## config.mk

```make
export PLATFORM = sky130hd
export DESIGN_NAME = narnet_engine
export DESIGN_NICKNAME = d
export VERILOG_FILES = /design/src/rtl/narnet_engine.sv
export SDC_FILE = /design/constraint.sdc
export NUM_CORES = 2
export LEC_CHECK = 0
export CAP_MARGIN = 20
export CORE_MARGIN = 5
export CORE_UTILIZATION = 30
export DETAILED_ROUTE_END_ITERATION = 10
export GPL_TIMING_DRIVEN = 1
export PLACE_DENSITY = 0.57
export RECOVER_POWER = 50
export SLEW_MARGIN = 30
export SYNTH_ARGS = -nofsm -noshare
export SYNTH_HDL_FRONTEND = slang
export SYNTH_SLANG_ARGS = --single-unit
```

## constraint.sdc

```tcl
create_clock -name clk -period 11.7 [get_ports clk]
set_clock_uncertainty 0.2 [all_clocks]
set_input_delay 1.17 -clock clk [delete_from_list [all_inputs] [get_ports clk]]
set_output_delay 1.17 -clock clk [all_outputs]
set_load 0.02 [all_outputs]
```

## src/rtl/narnet_engine.sv

```systemverilog
`default_nettype none
// ==== narnet_engine : NAR-network inference engine (tap-delay history, tanh hidden layer, linear output) on one shared MAC ====
// Revision: 1.0
module narnet_engine #(
    parameter int          N      = 16,
    parameter int          Q      = 10,
    parameter int          D      = 16,
    parameter int          H      = 8,
    parameter int          AW     = 12,
    parameter logic [N-1:0] INIT_X = '0
) (
    input  logic          clk,
    input  logic          rst,
    input  logic [N-1:0]  x_in,
    input  logic          x_valid,
    output logic          x_ready,
    input  logic          closed_loop,
    output logic [AW-1:0] w_addr,
    input  logic [N-1:0]  w_data,
    output logic [N-1:0]  t_addr,
    input  logic [N-1:0]  t_data,
    output logic [N-1:0]  y_out,
    output logic          y_valid
);

    localparam int PW      = $clog2(D);
    localparam int HW      = (H > 1) ? $clog2(H) : 1;
    localparam int KMAX    = (D > H) ? D : H;
    localparam int KW      = $clog2(KMAX + 1);
    localparam int GW      = (D > H) ? $clog2(D + 1) : $clog2(H + 1);
    localparam int ACC_W   = 2 * N + GW + 1;
    localparam int IW_BASE = H;
    localparam int LW_BASE = H + H * D;
    localparam int B2_ADDR = H + H * D + H;

    localparam logic signed [ACC_W-1:0] C_MAX = {{(ACC_W-N+1){1'b0}}, {(N-1){1'b1}}};
    localparam logic signed [ACC_W-1:0] C_MIN = {{(ACC_W-N+1){1'b1}}, {(N-1){1'b0}}};

    typedef enum logic [2:0] {
        S_IDLE     = 3'd0,
        S_HID_BIAS = 3'd1,
        S_HID_MAC  = 3'd2,
        S_HID_TANH = 3'd3,
        S_OUT_BIAS = 3'd4,
        S_OUT_MAC  = 3'd5,
        S_OUT_SAT  = 3'd6
    } state_t;

    state_t                   state_q, state_d;
    logic [PW-1:0]            wp_q, wp_d;
    logic [PW-1:0]            rp_q, rp_d;
    logic [HW-1:0]            h_q, h_d;
    logic [KW-1:0]            k_q, k_d;
    logic                     ph_q, ph_d;
    logic signed [ACC_W-1:0]  acc_q, acc_d;
    logic [N-1:0]             t_addr_q, t_addr_d;
    logic [N-1:0]             y_q, y_d;
    logic [N-1:0]             hist_q [D];
    logic [N-1:0]             hid_q  [H];
    logic                     hist_we, hid_we;

    logic [N-1:0]             w_sample;
    logic [N-1:0]             w_opnd;
    logic signed [2*N-1:0]    w_prod;
    logic signed [ACC_W-1:0]  w_prod_ext;
    logic signed [ACC_W-1:0]  w_bias_ext;
    logic [N-1:0]             w_sat;
    logic [PW-1:0]            w_newest;
    logic [PW-1:0]            w_rp_dec;

    function automatic logic [N-1:0] sat_n(input logic signed [ACC_W-1:0] v);
        if (v > C_MAX)
            return {1'b0, {(N-1){1'b1}}};
        else if (v < C_MIN)
            return {1'b1, {(N-1){1'b0}}};
        else
            return v[N-1:0];
    endfunction

    // Closed-loop mode feeds the previous prediction back as the new sample.
    assign w_sample   = closed_loop ? y_q : x_in;
    assign w_opnd     = (state_q == S_OUT_MAC) ? hid_q[HW'(k_q - KW'(1))] : hist_q[rp_q];
    assign w_prod     = $signed(w_data) * $signed(w_opnd);
    assign w_prod_ext = {{(ACC_W-2*N){w_prod[2*N-1]}}, w_prod};
    assign w_bias_ext = {{(ACC_W-N-Q){w_data[N-1]}}, w_data, {Q{1'b0}}};
    assign w_sat      = sat_n(acc_q >>> Q);
    assign w_newest   = (wp_q == '0) ? PW'(D - 1) : wp_q - PW'(1);
    assign w_rp_dec   = (rp_q == '0) ? PW'(D - 1) : rp_q - PW'(1);

    always_comb begin
        state_d  = state_q;
        wp_d     = wp_q;
        rp_d     = rp_q;
        h_d      = h_q;
        k_d      = k_q;
        ph_d     = ph_q;
        acc_d    = acc_q;
        t_addr_d = t_addr_q;
        y_d      = y_q;
        hist_we  = 1'b0;
        hid_we   = 1'b0;
        w_addr   = '0;
        t_addr   = t_addr_q;
        y_out    = y_q;
        y_valid  = 1'b0;
        x_ready  = (state_q == S_IDLE);

        case (state_q)
            S_IDLE: begin
                if (x_valid) begin
                    hist_we = 1'b1;
                    wp_d    = (wp_q == PW'(D - 1)) ? '0 : wp_q + PW'(1);
                    h_d     = '0;
                    state_d = S_HID_BIAS;
                end
            end
            S_HID_BIAS: begin
                w_addr  = AW'(h_q);
                rp_d    = w_newest;
                k_d     = '0;
                state_d = S_HID_MAC;
            end
            S_HID_MAC: begin
                // ROM word fetched last cycle is consumed this cycle; the read pointer walks newest to oldest.
                if (k_q < KW'(D))
                    w_addr = AW'(IW_BASE + int'(h_q) * D + int'(k_q));
                if (k_q == '0) begin
                    acc_d = w_bias_ext;
                end else begin
                    acc_d = acc_q + w_prod_ext;
                    rp_d  = w_rp_dec;
                end
                if (k_q == KW'(D)) begin
                    ph_d    = 1'b0;
                    state_d = S_HID_TANH;
                end else begin
                    k_d = k_q + KW'(1);
                end
            end
            S_HID_TANH: begin
                if (!ph_q) begin
                    t_addr   = w_sat;
                    t_addr_d = w_sat;
                    ph_d     = 1'b1;
                end else begin
                    hid_we = 1'b1;
                    if (h_q == HW'(H - 1)) begin
                        state_d = S_OUT_BIAS;
                    end else begin
                        h_d     = h_q + HW'(1);
                        state_d = S_HID_BIAS;
                    end
                end
            end
            S_OUT_BIAS: begin
                w_addr  = AW'(B2_ADDR);
                k_d     = '0;
                state_d = S_OUT_MAC;
            end
            S_OUT_MAC: begin
                if (k_q < KW'(H))
                    w_addr = AW'(LW_BASE + int'(k_q));
                if (k_q == '0)
                    acc_d = w_bias_ext;
                else
                    acc_d = acc_q + w_prod_ext;
                if (k_q == KW'(H))
                    state_d = S_OUT_SAT;
                else
                    k_d = k_q + KW'(1);
            end
            S_OUT_SAT: begin
                y_out   = w_sat;
                y_d     = w_sat;
                y_valid = 1'b1;
                state_d = S_IDLE;
            end
            default: state_d = S_IDLE;
        endcase
    end

    always_ff @(posedge clk) begin
        if (rst) begin
            state_q  <= S_IDLE;
            wp_q     <= '0;
            rp_q     <= '0;
            h_q      <= '0;
            k_q      <= '0;
            ph_q     <= 1'b0;
            acc_q    <= '0;
            t_addr_q <= '0;
            y_q      <= '0;
            for (int i = 0; i < D; i++) hist_q[i] <= INIT_X;
            for (int i = 0; i < H; i++) hid_q[i] <= '0;
        end else begin
            state_q  <= state_d;
            wp_q     <= wp_d;
            rp_q     <= rp_d;
            h_q      <= h_d;
            k_q      <= k_d;
            ph_q     <= ph_d;
            acc_q    <= acc_d;
            t_addr_q <= t_addr_d;
            y_q      <= y_d;
            if (hist_we) hist_q[wp_q] <= w_sample;
            if (hid_we)  hid_q[h_q]   <= t_data;
        end
    end

endmodule
`default_nettype wire

```

### Signal wires on met1

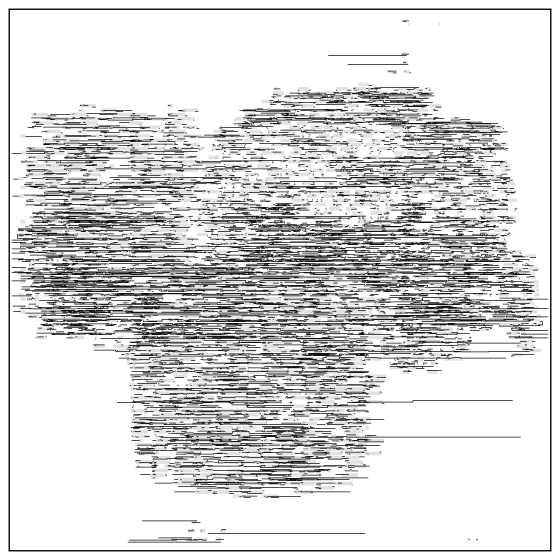
longest straight run	110 um
nets with wire on the layer	3241
share of all routed wire	44%

### M2 wires

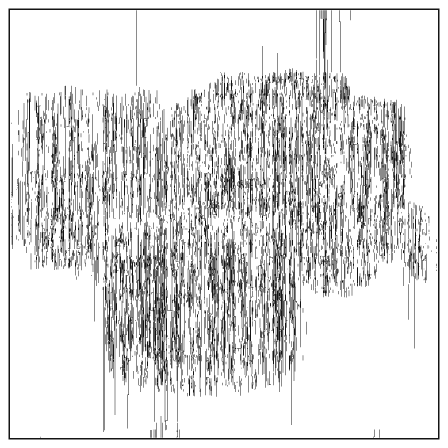
longest straight run	116 um
wire length on this layer	43.9 mm
share of all routed wire	47%
main direction	vertical
nets with wire on the layer	2851

### Signal wires on met4

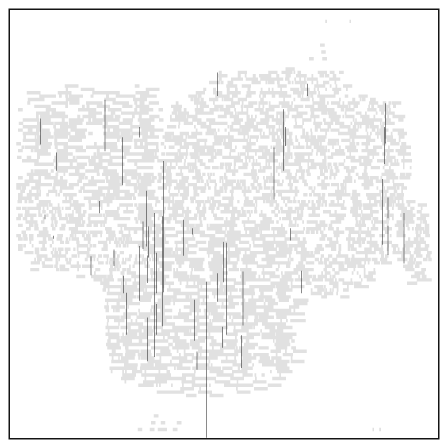
share of all routed wire	1.7%
wire length on this layer	1540 um
nets with wire on the layer	26
main direction	vertical

### Cell area per tile

Scale bar: 100 um. 34 x 34 tiles, from dark blue (low) to red (high), 0 to 100% covered.
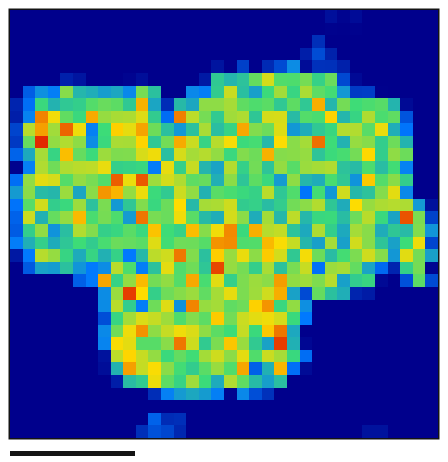
densest ninth of the die	center
mean over tiles	31%
tiles over 75% full	5.0%
fullest tile	95%

### Routing congestion map

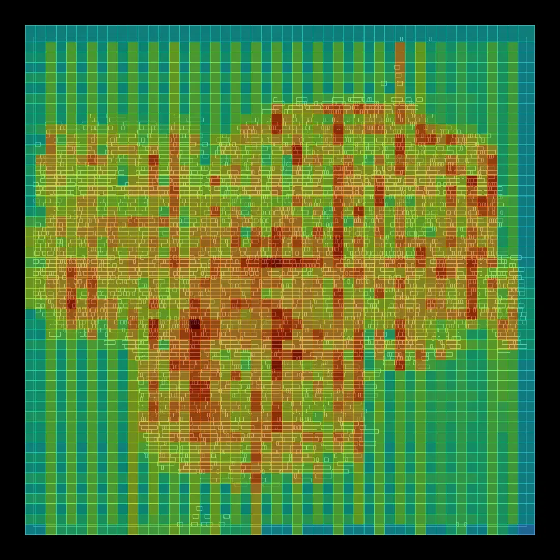
global-route usage over all layers: 16.00%
final routed wire length divided by cell count: 20.80 um

==> COMMIT_EDITMSG <==
Record implementation results from latest flow run

- Entering global routing, the biggest net connects between 50 and 60 pins.
- Placed wire-length estimate: 65390 um
- Violations in the final reports: capacitance limit, slew limit
* Number of filler instances in the final layout: about 11000
* Register area: between 10000 and 15000 um2
* Part of the Yosys area used for sequential elements: 40.50%
- In the finished design, the share of the clock period the worst path needs comes to 78.17%.
* Type of element capturing the critical path: flip-flop
* Total area of multi-input combinational cells: 17830 um2
- The library cell used most frequently in the layout, excluding fill and tap cells, is edfxtp_1.
- Count of nets after finishing: 3443
- H-tree levels: 2
- Final Max Slew Viols: between 100 and 150
- The cell sitting at the root of the clock tree is a clkbuf_16.
* IO Port Bufs: around 93
- Most used flip-flop cell: edfxtp_1
* Count of hold buffers inserted by post-cts repair: 0
- Share of the core filled with cells: 34.48%
- Max capacitance violation total: 4
* Outcome: finished, violations left
- CP max stage cell: ha_1
* Floorplan core area: 109300 um2
- Top-Level Pins: 98
- Final Hold Violating Endpoints: 0
- Initial antenna violation count: 4
## per-layer routing
metal / track usage, % / routed length (um)
met5: 0 / 34
met4: 3.082 / 1536
met3: 2.684 / 6797
met2: 26.19 / 43920
met1: 22.60 / 40560
## flip-flops by register name, indices dropped and copies added, names as in the netlist, named ones only
signal / count
hid_q: 128
acc_q: 38
state_q: 3
hist_q: 256
h_q: 3
y_q: 16
ph_q: 1
t_addr_q: 16
wp_q: 4
rp_q: 4
k_q: 5
## stage by stage
step	setup slack (ns)	hold slack (ns)	area (um2)
after floorplan	3.180	0.2362	33130
after global placement	2.526	0.2596	35780
after detailed placement	2.668	0.2650	35900
after CTS	2.625	0.2750	37750
after global routing	1.969	0.3150	37680
final	2.554	0.2740	37690
## worst min-delay path by stage
| stage | start | to | slack (ns) | depth (start not counted) |
|---|---|---|---|---|
| 6_report | acc_q[7] | acc_q[7] | 0.27 | 2 |
| 2_1_floorplan | acc_q[7] | acc_q[7] | 0.24 | 2 |
| 3_3_place_gp | acc_q[7] | acc_q[7] | 0.26 | 2 |
| 5_1_grt | acc_q[7] | acc_q[7] | 0.31 | 2 |
| 3_5_place_dp | acc_q[7] | acc_q[7] | 0.26 | 2 |
| 4_1_cts | acc_q[7] | acc_q[7] | 0.27 | 2 |
## synth_stat cells (8+ instances only)
cell type	count	area (um2)
fa_1	323	6466
a22oi_1	12	90.09
buf_2	22	110.1
or2_2	8	50.05
nand2b_1	20	125.1
nand4_1	10	62.56
mux4_2	112	2522
edfxtp_1	384	11530
o21ai_0	77	385.4
a211oi_1	8	60.06
clkbuf_1	116	435.4
nand2_1	217	814.5
inv_1	363	1363
dfxtp_1	94	1882
nor2b_1	98	613.1
nor2_1	355	1333
a311oi_1	8	70.07
and2_1	215	1345
xor2_1	12	105.1
xnor2_1	36	315.3
mux2i_1	39	390.4
a21o_1	15	112.6
nor3_1	18	90.09
o21ai_1	10	50.05
ha_1	127	1589
nand3_1	16	80.08
buf_4	8	60.06
a21oi_1	58	290.3
## critical path: cells and delay by family (launching register included)
kind | cells | cell delay (ns)
AOI/OAI and AO/OA | 6 | 1.00
xor gates and xnor gates | 1 | 0.08
adders and majority gates | 8 | 4.87
buffers and inverters | 7 | 0.81
DFF | 1 | 0.41
muxes | 2 | 0.45
and+or+nand+nor | 5 | 1.05
## logic make-up after synthesis
family | share of synthesized area [%]
AND/OR/NAND/NOR | 14.24
buffers and inverters | 6.113
flip-flops | 40.50
adder cells (fa/ha/maj) | 24.32
AND-OR/OR-AND | 4.673
multiplexers | 8.829
XOR/XNOR | 1.318
other | 0.01132
## cell type report
cell class	count	area share [%]
flip-flops and latches	478	35.61
clock inverters	34	1.301
multi-input cells	1888	47.30
well taps	1476	4.900
repair buffers	158	3.668
diodes	3	0.01992
inverters	363	3.615
clock buffers	63	3.588
